## src/rtl/pc_sequencer.sv

```systemverilog
// Four-phase instruction sequencer: the program counter, the branch decision from the
// stored ALU flags, and a 4-entry return-address stack for call and return.
//
// state  | meaning
// IDLE   | waiting for run
// FETCH  | instruction register load (irWrite)
// EXEC   | datapath execute (exeEn); next PC, taken, flags and RAS are registered here
// UPDATE | PC takes the registered next PC
module pc_sequencer (
  input  logic       clk,
  input  logic       rst_n,
  input  logic       run,
  input  logic [2:0] opcode,
  input  logic [3:0] fcode,
  input  logic [9:0] label,
  input  logic       flagWe,
  input  logic       carryIn,
  input  logic       zIn,
  input  logic       overflowIn,
  input  logic       signIn,
  output logic [9:0] PC,
  output logic       irWrite,
  output logic       exeEn,
  output logic       taken,
  output logic [1:0] state,
  output logic       rasErr
);

  typedef enum logic [1:0] {
    IDLE   = 2'b00,
    FETCH  = 2'b01,
    EXEC   = 2'b10,
    UPDATE = 2'b11
  } state_t;

  state_t      state_q, state_d;
  logic [3:0]  flags_q;           // {C,Z,V,S}
  logic [9:0]  next_pc_q;
  logic [9:0]  ras [4];
  logic [2:0]  ras_cnt;
  logic [1:0]  top_idx;
  logic [9:0]  pc_inc;
  logic [9:0]  br_target;
  logic [9:0]  next_pc;
  logic        br_take;
  logic        push;
  logic        pop;
  logic        err_set;

  assign state   = state_q;
  assign irWrite = (state_q == FETCH);
  assign exeEn   = (state_q == EXEC);
  assign pc_inc  = PC + 10'd1;
  assign top_idx = ras_cnt[1:0] - 2'd1;

  always_comb begin
    state_d = state_q;
    case (state_q)
      IDLE:   if (run) state_d = FETCH;
      FETCH:  state_d = EXEC;
      EXEC:   state_d = UPDATE;
      UPDATE: state_d = run ? FETCH : IDLE;
      default: state_d = IDLE;
    endcase
  end

  // Branch decisions use the flags of the previous flag-writing instruction.
  always_comb begin
    br_take   = 1'b0;
    br_target = label;
    push      = 1'b0;
    pop       = 1'b0;
    err_set   = 1'b0;
    if (opcode == 3'b011) begin
      case (fcode)
        4'd0: br_take = 1'b1;
        4'd1: br_take = flags_q[2];
        4'd2: br_take = ~flags_q[2];
        4'd3: br_take = flags_q[3];
        4'd4: br_take = ~flags_q[3];
        4'd5: br_take = flags_q[0];
        4'd6: br_take = ~flags_q[0];
        4'd7: br_take = flags_q[1];
        4'd8: br_take = ~flags_q[1];
        4'd9: begin
          br_take = 1'b1;
          push    = 1'b1;
          err_set = (ras_cnt == 3'd4);
        end
        4'd10: begin
          if (ras_cnt != 3'd0) begin
            br_take   = 1'b1;
            pop       = 1'b1;
            br_target = ras[top_idx];
          end else begin
            err_set = 1'b1;
          end
        end
        default: br_take = 1'b0;
      endcase
    end else if (opcode == 3'b100) begin
      br_take = 1'b1;
    end
    next_pc = br_take ? br_target : pc_inc;
  end

  always_ff @(posedge clk or negedge rst_n) begin
    if (!rst_n) begin
      state_q   <= IDLE;
      PC        <= '0;
      next_pc_q <= '0;
      taken     <= 1'b0;
      flags_q   <= '0;
      ras_cnt   <= '0;
      rasErr    <= 1'b0;
      for (int i = 0; i < 4; i++) ras[i] <= '0;
    end else begin
      state_q <= state_d;
      if (state_q == EXEC) begin
        next_pc_q <= next_pc;
        taken     <= br_take;
        if (flagWe) flags_q <= {carryIn, zIn, overflowIn, signIn};
        if (err_set) rasErr <= 1'b1;
        if (push) begin
          // A full stack drops its oldest entry (slot 0) to make room.
          if (ras_cnt == 3'd4) begin
            ras[0] <= ras[1];
            ras[1] <= ras[2];
            ras[2] <= ras[3];
            ras[3] <= pc_inc;
          end else begin
            ras[ras_cnt[1:0]] <= pc_inc;
            ras_cnt           <= ras_cnt + 3'd1;
          end
        end else if (pop) begin
          ras_cnt <= ras_cnt - 3'd1;
        end
      end
      if (state_q == UPDATE) PC <= next_pc_q;
    end
  end

endmodule

```

## config.mk

```make
export PLATFORM = sky130hd
export DESIGN_NAME = pc_sequencer
export DESIGN_NICKNAME = d
export VERILOG_FILES = /design/src/rtl/pc_sequencer.sv
export SDC_FILE = /design/constraint.sdc
export NUM_CORES = 1
export LEC_CHECK = 0
export CAP_MARGIN = 10
export CORE_MARGIN = 5
export CORE_UTILIZATION = 46
export DETAILED_ROUTE_END_ITERATION = 7
export HOLD_SLACK_MARGIN = 0.05
export PLACE_DENSITY = 0.7
export SYNTH_ARGS = -nofsm -noshare
export SYNTH_HDL_FRONTEND = slang
export SYNTH_SLANG_ARGS = --single-unit
```

## constraint.sdc

```tcl
create_clock -name clk -period 2.2 [get_ports clk]
set_input_delay 0.22 -clock clk [delete_from_list [all_inputs] [get_ports clk]]
set_output_delay 0.22 -clock clk [all_outputs]
set_load 0.05 [all_outputs]
```

Run 1, clock wires, drivers and flops:
Drawn at 4 px/um.
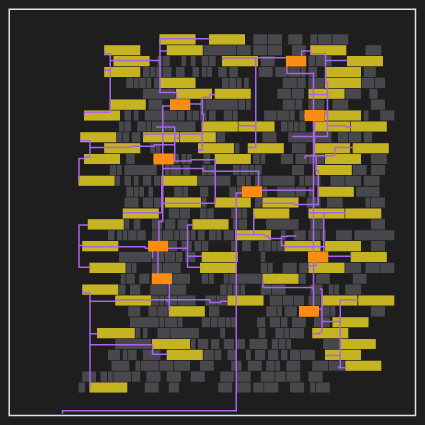
[clock wires] purple | length: 944 um
[flip-flops] yellow | count: 71
[cells driving clock nets] orange | count: 9
routed clock nets: 10
clock share of power: 19.9%
clk_skew: 11.3 ps
Power Clock: 0.00120 W
Insertion Delay late pin: 360 ps

Run 1, cell density map:
Drawn at 4 px/um. The die is cut into 10 by 10 equal tiles; white is low, dark blue is high, 0 to 100% covered.
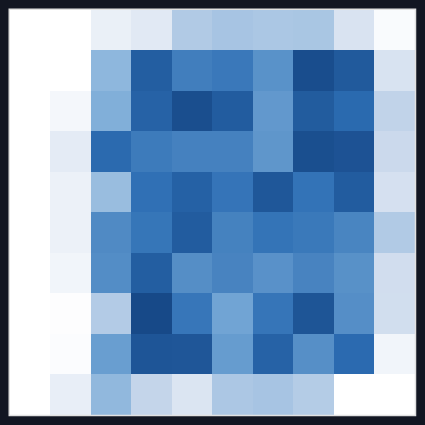
tiles over 75% full: 22%
fullest tile: 90%
nearly empty tiles: 16%
mean over tiles: 45%
emptiest ninth of the die: north-west
densest ninth of the die: center
Core Footprint: 0.00818 mm^2
fin util: 58.3%
fp_density: 46.8%

Run 1, the metal 1 layer:
Drawn at 3 px/um. Supply wires on this layer in gray.
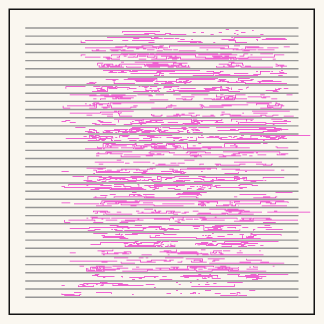
main direction: horizontal
share of all routed wire: 45%
met1 Resource Use GR: 28.8%
Routed WL: 9630 um
vias: 3,100

## run 1: flip-flops by register name, summed over array words and instances, names as in the netlist
signal	count
PC	10
flags_q	4
next_pc_q	10
ras	40
rasErr	1
ras_cnt	3
state	2
taken	1
## run 1: worst max-delay path, stage by stage, from the launching register on
cell	delay [ps]
dfrtp_2	450
inv_1	120
ha_1	150
clkdlybuf4s50_1	790
## run 1: report_power, final
part,internal [W],total (W),switching [W]
Clock,0.000652,0.00120,0.000544
Combinational,0.00117,0.00282,0.00165
Sequential,0.00163,0.00197,0.000343
Total,0.00346,0.00599,0.00254
## run 1: worst min path at each step
stage / cells past startpoint / to / from
detailed placement: 1 / state[1] / rst_n
global route: 2 / state[1] / rst_n
CTS: 2 / state[1] / rst_n
floorplan: 0 / PC[0] / rst_n
global placement: 1 / ras[9] / rst_n
finish: 2 / state[1] / rst_n
## run 1: layout make-up
class | instances | area, um^2
Inverter | 6 | 22.5
Fill cell | 678 | 3410
Clock inverter | 7 | 104
Clock buffer | 9 | 124
Sequential cell | 71 | 1780
Timing Repair Buffer | 71 | 641
Tap cell | 105 | 131
Multi-Input combinational cell | 277 | 1960
## run 1: per-layer routing
| layer | vias to the layer above | part of all wire (%) | wire, um | GRT usage (%) |
|---|---|---|---|---|
| li1 | 1460 | - | - | - |
| met5 | - | 0 | 0 | 0 |
| met3 | 22 | 4.5 | 437 | 3.03 |
| met2 | 98 | 48 | 4600 | 31.7 |
| met1 | 1520 | 45 | 4360 | 28.8 |
| met4 | 0 | 2.4 | 230 | 9.41 |
## run 1: timing repair
| action | 4_1_cts | 5_1_grt |
|---|---|---|
| hold endpoints to repair | 30 | 0 |
| resized | 0 | 3 |
| endpoints found under the setup margin | 0 | 13 |
| hold buffers | 1 | 0 |
## run 1: metrics by stage
stage	cell area, um^2	std cells	utilization [%]	hold WS, ps
after global placement	4520	529	55.3	126
after floorplan	3850	374	-	-75.6
final	4770	546	58.3	278
after CTS	4760	546	58.2	277
after global routing	4770	546	58.3	310
after detailed placement	4520	529	55.3	125
## run 1: cell usage in the layout, fill, tap and decap left out, types with 7 or more instances in the layout
master	count
nand2_1	52
mux2i_1	15
buf_4	30
mux4_2	10
dfrtp_1	68
clkbuf_8	9
clkdlybuf4s50_1	38
mux2_2	15
nand3_1	7
o22ai_1	21
a21oi_1	28
xnor2_1	7
nor2_1	33
o21ai_0	24
ha_1	10
## run 1: cells in the mapped netlist (3+ instances only)
cell type / number
inv_1: 6
nand2_1: 52
mux4_2: 10
ha_1: 11
o21ai_0: 25
nor2_1: 33
mux2_2: 15
o21a_1: 3
nand3_1: 7
a21oi_1: 28
clkbuf_1: 12
mux2i_1: 15
buf_2: 7
xor2_1: 6
xnor2_1: 8
nand2b_1: 6
o221a_2: 5
o22ai_1: 21
dfrtp_1: 71
## run 1: cells by family after synthesis
kind of cell / count (synthesis) / share of synthesized area [%]
AND-OR/OR-AND: 98 / 15.6
flip-flops: 71 / 46.5
XOR/XNOR: 15 / 3.93
multiplexers: 40 / 14.2
AND/OR/NAND/NOR: 112 / 12.8
buffers and inverters: 26 / 2.88
adder cells (fa/ha/maj): 12 / 4.12
==> Slide: Implementation Results, run 1 <==
Synthesis and Place & Route Summary

Timing
  • F_max: 478 MHz
  • Setup TNS: 0 ps
  • Final Critical Period: 2090 ps
  • Final Cycle Share: 95.0%
  • Relative slew slack: 60.3%
  • Max Slew Vio Count: 0
  • RSZ-0062 raised after global routing: false
  • Worst-Margin Slew: 595 ps
  • Final setup viols: 0
  • Worst setup margin: 110 ps
  • Hold Vio Cnt, Final: 0

CTS
  • Clock Tree Buf Depth: 2
  • Cts bufs inserted: 9
  • Total setup buffers inserted after CTS: 0
  • CTS Sinks: 71
  • Reg clk slew, reported paths: 80 ps
  • CTS tree: built
  • Root Buffer: clkbuf_8
  • CTS H-Tree Depth: 3

Place
  • Routability cong.: 0.824
  • Hpwl dp: 6980 um
  • Pre-CTS setup slack: 70.6 ps
  • IO buf count: 40

Detailed routing
  • Post-route DRC: 0
  • Wirelength per Cell: 17.6 um
  • Drt first pass iters: 5
  • Post-DRT Antenna Nets: 0
  • DRT iter0 DRCs: 293
  • Vias per inst: 5.68

Yosys
  • Max-area cell share: 46.5%
  • Syn_nets: 411
  • Share of flip-flops with an asynchronous set or reset: 100%
  • Top cells by area: dfrtp_1 46%, mux4_2 5.9%, nand2_1 5.1%
  • Post-synth EDFFs: 0
  • Synth Seq Share: 46.5%
  • Yosys top cell by area: dfrtp_1
  • # Cells Yosys: 374
  • Synthesized area: 0.00382 mm^2
  • Ys flops: 71
  • Primary FF master, synth: dfrtp_1
  • Synth cell types: 42
  • Synth Instances: 374
  • Yosys stat chip area: 0.00382 mm^2
  • Yosys warns: 0
  • Syn avg cell area: 10.2 um^2

Die
  • Die Size: 0.0102 mm^2
  • Die width: 101 um
  • Die span in y: 101 um
  • Row count: 33
  • I/O pins: 41

Min path
  • Hold Path Class: in2async

Status
  • Status: finished, final reports clean

Setup path
  • Startpoint Class: flip-flop
  • Worst EP required: 1980 ps
  • Crit path kind: reg2out
  • Reg2reg path depth: 8
  • CP arrival: 1870 ps
  • CP startpoint: state[1]
  • Reg-to-Reg Start: ras_cnt[1]
  • Reg-to-reg endpoint: ras[23]
  • Max FO, Critical Path: 5
  • Endpoint class of the critical path: output port
  • End point of the critical path: irWrite
  • Flop2flop setup slack: 210 ps

Power
  • Lkg Pwr: 2.06 nW
  • Power, Total: 0.00599 W
  • VDD IR-drop max: 0.000420 V
  • PD cells: 1260 mW/mm^2

Final layout
  • Antenna Cells: 0
  • Area Overhead vs Synth: 24.6%
  • Final nets: 473
  • Fraction of layout cells with a size suffix above 1: 20.0%

GRT
  • Initial antenna violation count: 0
  • Total gr overflow: 0
  • First-pass GRT wire length: 16,200 um
  • Pin count of the biggest net entering global routing: 32
  • Vias in the first global route: 3,146
  • Total track usage: 20.6%

Run
  • Max-cap viol count: 0
  • Number of logged tool warnings: 34
==> run 2: changes to the inputs <==
--- a/config.mk
+++ b/config.mk
@@ -11,6 +11,7 @@
 export DETAILED_ROUTE_END_ITERATION = 7
 export HOLD_SLACK_MARGIN = 0.05
 export PLACE_DENSITY = 0.7
+export RECOVER_POWER = 100
 export SYNTH_ARGS = -nofsm -noshare
 export SYNTH_HDL_FRONTEND = slang
 export SYNTH_SLANG_ARGS = --single-unit
==> run 2 against run 1 <==
Compared with the run above:
- utilization shrank 0.57 points
- cell area shrank 0.97%
- critical path depth is the same
- register-to-register slack is essentially flat
- via count shrank 1.5%
- fmax is essentially flat
- clock-buffer cell count is the same
- clock power is essentially flat
==> Slide: Implementation Results, run 2 <==
Synthesis and Place & Route Summary

Status
  • Status: finished, final reports clean

CTS
  • CTS tree: built
  • Reg clk slew, reported paths: 80 ps
  • Clock Tree Buf Depth: 2
  • Root Buffer: clkbuf_8
  • CTS H-Tree Depth: 3
  • Insertion Delay late pin: 360 ps

Final layout
  • Largest register by flop count: ras
  • Biggest regs: ras x40, PC x10, next_pc_q x10
  • Area of the multi-input gates: 0.00196 mm^2
  • Fill cells: 690
  • Most frequent cells in the layout: 69 x dfrtp_1, 52 x nand2_1, 33 x nor2_1
  • Register area: 0.00178 mm^2
  • Most used logic cell in the final layout: dfrtp_1
  • Area Overhead vs Synth: 23.4%
  • Fraction of layout cells with a size suffix above 1: 18.4%
  • Antenna Cells: 0
  • Final nets: 473
  • Largest register FFs: 40
  • Fin util: 57.7%
  • Post-Layout Cell Count: 546

GRT
  • Pin count of the biggest net entering global routing: 32
  • Vias in the first global route: 3,146
  • Total gr overflow: 0
  • First-pass GRT wire length: 16,200 um
  • Total track usage: 20.6%
  • Initial antenna violation count: 0

Detailed routing
  • Post-DRT Antenna Nets: 0
  • Wirelength per Cell: 17.6 um
  • Vias per inst: 5.59
  • Drt first pass iters: 4
  • Post-route DRC: 0
  • DRT iter0 DRCs: 267

Die
  • Die span in y: 101 um
  • Core Footprint: 0.00818 mm^2
  • I/O pins: 41
  • Die Size: 0.0102 mm^2
  • Die width: 101 um
  • Fp_density: 46.8%
  • Row count: 33

Setup path
  • Reg-to-Reg Start: ras_cnt[1]
  • End point of the critical path: irWrite
  • CP startpoint: state[1]
  • Worst EP required: 1980 ps
  • Startpoint Class: flip-flop
  • Max FO, Critical Path: 5
  • Reg-to-reg endpoint: ras[23]
  • CP arrival: 1870 ps
  • Crit path kind: reg2out
  • Flop2flop setup slack: 210 ps
  • Reg2reg path depth: 8
  • Endpoint class of the critical path: output port

Yosys
  • Top cells by count, synth: 71 x dfrtp_1, 52 x nand2_1, 33 x nor2_1
  • Synth Instances: 374
  • Syn_nets: 411
  • Post-synth EDFFs: 0
  • Yosys warns: 0
  • Synthesized area: 0.00382 mm^2
  • Yosys top cell by area: dfrtp_1
  • Top cells by area: dfrtp_1 46%, mux4_2 5.9%, nand2_1 5.1%
  • Synth Seq Share: 46.5%
  • Syn avg cell area: 10.2 um^2
  • Yosys stat chip area: 0.00382 mm^2
  • Cell with the most instances after synthesis: dfrtp_1
  • Ys flops: 71
  • Share of flip-flops with an asynchronous set or reset: 100%
  • Synth cell types: 42
  • Primary FF master, synth: dfrtp_1
  • # Cells Yosys: 374
  • Max-area cell share: 46.5%

Timing
  • Worst-Margin Slew: 776 ps
  • F_max: 478 MHz
  • Hold Vio Cnt, Final: 0
  • Relative slew slack: 48.3%
  • Max Slew Vio Count: 0
  • RSZ-0062 raised after global routing: false
  • Setup TNS: 0 ps
  • Final Critical Period: 2090 ps
  • Final setup viols: 0
  • Final Cycle Share: 95.1%

Power
  • VDD IR-drop max: 0.000417 V
  • PD cells: 1260 mW/mm^2
  • Lkg Pwr: 2.03 nW

Place
  • Hpwl dp: 6980 um
  • Placed Cells: 529
  • Routability cong.: 0.824
  • IO buf count: 40

Min path
  • Hold Path Class: in2async

Run
  • Max-cap viol count: 0
  • Number of logged tool warnings: 34
-- run 2: final cells by class --
class | instances | share of cell area, %
multi-input cells | 277 | 41.6
flip-flops and latches | 71 | 37.7
repair buffers | 71 | 12.6
well taps | 105 | 2.78
clock buffers | 9 | 2.62
clock inverters | 7 | 2.20
inverters | 6 | 0.477
-- run 2: stage by stage --
step,setup WS [ps],power [W],instance area [um^2],hold slack (ps)
2_1_floorplan,3.88,0.00387,3850,-75.6
3_3_place_gp,139,0.00470,4520,126
3_5_place_dp,70.6,0.00477,4520,125
4_1_cts,89.9,0.00600,4760,277
5_1_grt,17.6,0.00628,4720,458
6_report,109,0.00593,4720,393
-- run 2: worst min path at each step --
stage                from  endpoint
finish              rst_n  state[1]
global route        rst_n  state[1]
CTS                 rst_n  state[1]
detailed placement  rst_n  state[1]
global placement    rst_n    ras[9]
floorplan           rst_n     PC[0]
-- run 2: repair_timing --
action,CTS,global route
setup buffers,0,0
gates resized,0,3
hold endpoints to repair,30,0
hold buffers,1,0
endpoints found under the setup margin,0,13
-- run 2: worst max-delay path, cell delays in order (launching register included) --
cell and delay (ps):
dfrtp_2 450, inv_1 120, ha_1 150, clkdlybuf4s50_1 790
-- run 2: layer usage --
| metal | share of wire, % | vias up | global-route usage [%] |
|---|---|---|---|
| li1 | - | 1460 | - |
| met1 | 45 | 1482 | 28.8 |
| met2 | 47 | 88 | 31.7 |
| met3 | 5.6 | 23 | 3.03 |
| met4 | 2.7 | 0 | 9.41 |
| met5 | 0 | - | 0 |
-- run 2: cells by family (layout without fill, tap and decap cells) --
kind of cell    count (synthesis)  in the layout  synth area share, %
compound gates                 98             98                 15.6
flops                          71             71                 46.5
fa+ha+maj                      12             12                 4.12
mux                            40             40                 14.2
xor+xnor                       15             15                 3.93
simple gates                  112            112                 12.8
buf+inv                        26             93                 2.88
-- run 2: power breakdown --
group | internal [W] | switching (W) | leakage, nW
logic | 0.00112 | 0.00164 | 1.00
registers | 0.00163 | 0.000336 | 0.921
clock network | 0.000652 | 0.000546 | 0.114
total | 0.00340 | 0.00253 | 2.03
Run 2, clock nets:
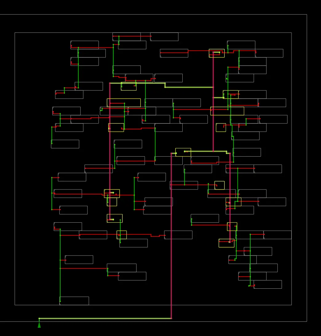
cts bufs inserted: 9
CTS Sinks: 71
clk_skew: 12.3 ps
flop count: 71
clkbuf count: 9

Run 2, the metal 1 layer:
Drawn at 3 px/um. Supply wires on this layer in gray.
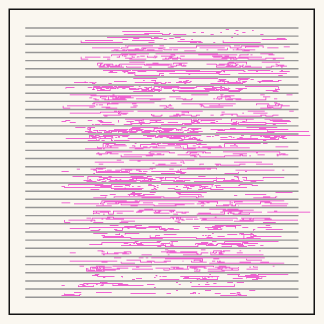
main direction: horizontal
wire length on this layer: 4,300 um
nets with wire on the layer: 425
Routed WL: 9590 um
vias: 3,053

==> run 3: changes to the inputs <==
--- a/config.mk
+++ b/config.mk
@@ -7,10 +7,11 @@
 export LEC_CHECK = 0
 export CAP_MARGIN = 10
 export CORE_MARGIN = 5
-export CORE_UTILIZATION = 46
+export CORE_UTILIZATION = 50
+export CTS_BUF_LIST = sky130_fd_sc_hd__clkbuf_4
 export DETAILED_ROUTE_END_ITERATION = 7
 export HOLD_SLACK_MARGIN = 0.05
-export PLACE_DENSITY = 0.7
+export PLACE_DENSITY = 0.75
 export RECOVER_POWER = 100
 export SYNTH_ARGS = -nofsm -noshare
 export SYNTH_HDL_FRONTEND = slang
==> run 3 against run 2 <==
Compared with the run above:
- the flow now finishes with violations (max-slew violations)
- sequential share of layout area increased by 1.2 points
- synthesized area stayed put
- via count rose by 2.0%
- sequential power barely moved
==> Slide: Implementation Results, run 3 <==
Synthesis and Place & Route Summary

Yosys
  • Cell with the most instances after synthesis: dfrtp_1
  • Primary FF master, synth: dfrtp_1
  • Top cells by count, synth: 71 x dfrtp_1, 52 x nand2_1, 33 x nor2_1
  • Share of flip-flops with an asynchronous set or reset: 100%
  • Synth cell types: 42
  • Synth Seq Share: 46.5%
  • Syn avg cell area: 10.2 um^2
  • Max-area cell share: 46.5%
  • Post-synth EDFFs: 0
  • Yosys stat chip area: 0.00382 mm^2
  • Synth Instances: 374
  • Yosys warns: 0
  • Ys flops: 71
  • Top cells by area: dfrtp_1 46%, mux4_2 5.9%, nand2_1 5.1%

Setup path
  • Reg2reg path depth: 8
  • CP arrival: 1850 ps
  • Buf/Inv on CP: 1
  • Max FO, Critical Path: 8
  • Startpoint Class: flip-flop
  • Endpoint class of the critical path: output port
  • Flop2flop setup slack: 190 ps
  • CP max-delay cell: dlygate4sd3_1
  • CP Depth: 1
  • Reg-to-reg endpoint: next_pc_q[9]
  • End point of the critical path: PC[2]
  • Cell family with most CP delay: buffers and inverters
  • CP startpoint: PC[2]
  • Reg-to-Reg Start: ras_cnt[1]
  • Worst-path cell chain: dlygate4sd3_1
  • Worst EP required: 1980 ps
  • Crit path kind: reg2out

Die
  • Row count: 31
  • Die Size: 0.00950 mm^2
  • Die width: 97.5 um
  • I/O pins: 41
  • Die span in y: 97.5 um

Timing
  • Worst-Margin Slew: 1500 ps
  • Clk_skew: 9.90 ps
  • Setup TNS: 0 ps
  • Relative slew slack: -0.0295%
  • RSZ-0062 raised after global routing: false
  • Hold Vio Cnt, Final: 0
  • Max Slew Vio Count: 31
  • Final Critical Period: 2070 ps
  • F_max: 482 MHz
  • Final setup viols: 0
  • Final Cycle Share: 94.3%

Place
  • Routability cong.: 0.881
  • Placed inst area: 0.00448 mm^2
  • IO buf count: 40

CTS
  • Cts bufs inserted: 9
  • Clock Tree Buf Depth: 2
  • Reg clk slew, reported paths: 120 ps
  • Total setup buffers inserted after CTS: 0
  • Root Buffer: clkbuf_4
  • CTS tree: built
  • Insertion Delay late pin: 420 ps

Final layout
  • Most frequent cells in the layout: 70 x dfrtp_1, 52 x nand2_1, 33 x nor2_1
  • Fraction of layout cells with a size suffix above 1: 17.2%
  • Biggest regs: ras x40, PC x10, next_pc_q x10
  • Largest register by flop count: ras
  • Largest register FFs: 40
  • Post-route cell area: 0.00457 mm^2
  • Final nets: 468

Detailed routing
  • Post-route DRC: 0
  • DRT iter0 DRCs: 300
  • Post-DRT Antenna Nets: 0
  • Drt first pass iters: 5
  • Vias per inst: 5.81

GRT
  • Vias in the first global route: 3,194
  • First-pass GRT wire length: 15,600 um
  • Total track usage: 20.5%
  • Pin count of the biggest net entering global routing: 72
  • Total gr overflow: 0
  • Initial antenna violation count: 1

Power
  • VDD IR-drop max: 0.000473 V
  • Lkg Pwr: 1.97 nW
  • PD cells: 1190 mW/mm^2

Run
  • Number of logged tool warnings: 34
  • Max-cap viol count: 0

Status
  • Status: finished, violations left
  • Failing checks: max-slew violations

Min path
  • Hold Path Class: in2reg
==> run 3: cell counts after synthesis <==
No cell type changed its count.
==> run 3: timing repair <==
action | CTS | global route
endpoints found under the setup margin | 2 | 6
pin swaps | 0 | 1
gates resized | 2 | 1
hold endpoints to repair | 71 | 0
hold buffers | 1 | 0
==> run 3: worst min-delay path by stage <==
stage | start | endpoint | slack [ps] | depth (start not counted)
6_report | signIn | flags_q[0] | 400 | 2
4_1_cts | rst_n | state[1] | 340 | 3
2_1_floorplan | rst_n | PC[0] | -80 | 0
3_3_place_gp | rst_n | rasErr | 270 | 2
3_5_place_dp | rst_n | state[1] | 270 | 2
5_1_grt | overflowIn | flags_q[1] | 400 | 2
==> run 3: layer usage <==
layer | wire (um) | track usage (%)
met1 | 4070 | 28.0
met2 | 4410 | 30.7
met3 | 506 | 4.02
met4 | 210 | 11.2
met5 | 0 | 0
==> run 3: logic make-up (layout without fill, tap and decap cells) <==
| family | count (synthesis) | count (layout) | share of synthesized area, % |
|---|---|---|---|
| AND/OR/NAND/NOR | 112 | 112 | 12.8 |
| AND-OR/OR-AND | 98 | 98 | 15.6 |
| flip-flops | 71 | 71 | 46.5 |
| multiplexers | 40 | 40 | 14.2 |
| buffers and inverters | 26 | 88 | 2.88 |
| XOR/XNOR | 15 | 15 | 3.93 |
| adder cells (fa/ha/maj) | 12 | 12 | 4.12 |
| other | 0 | 1 | 0 |
==> run 3: cell type report <==
type,count,area [um^2]
Antenna cell,1,2.50
Clock buffer,9,67.6
Clock inverter,7,72.6
Fill cell,598,2800
Inverter,6,22.5
Multi-Input combinational cell,277,1940
Sequential cell,71,1780
Tap cell,99,124
Timing Repair Buffer,66,564
==> run 3: report_power, final <==
group	switching, W	internal, W
combinational	0.00159	0.00105
sequential	0.000346	0.00162
clock	0.000495	0.000348
total	0.00243	0.00302
==> run 3: through the flow <==
step           setup WS, ps  utilization (%)  instances  hold slack (ps)
2_1_floorplan          3.88                -        374            -75.6
3_3_place_gp            164             60.7        518              274
3_5_place_dp            109             60.7        518              275
4_1_cts                 152             62.7        535              342
5_1_grt                2.93             62.1        536              397
6_report                125             62.1        536              401
Run 3, the metal 1 layer:
Drawn at 3 px/um. Supply wires on this layer in gray.
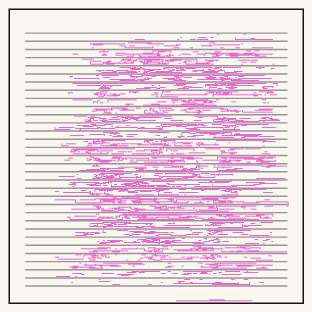
longest straight run: 50.1 um
nets with wire on the layer: 428
main direction: horizontal
wire length on this layer: 4,070 um
vias: 3,115
met1 Resource Use GR: 28.0%
Routed WL: 9190 um

Run 3, cell density map:
Drawn at 4 px/um. The die is cut into 10 by 10 equal tiles; white is low, dark blue is high, 0 to 100% covered.
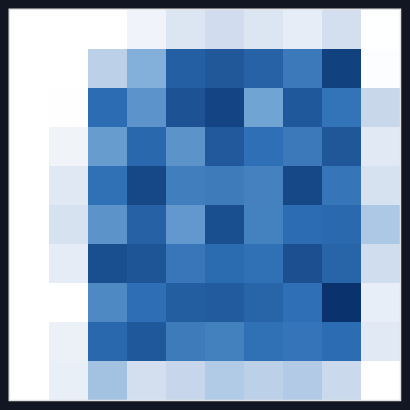
emptiest ninth of the die: north-west
fullest tile: 99%
mean over tiles: 47%
fin util: 62.1%
fp_density: 51.9%
Core Footprint: 0.00737 mm^2

No activity file was given, so power comes from the tool's default toggle rates.
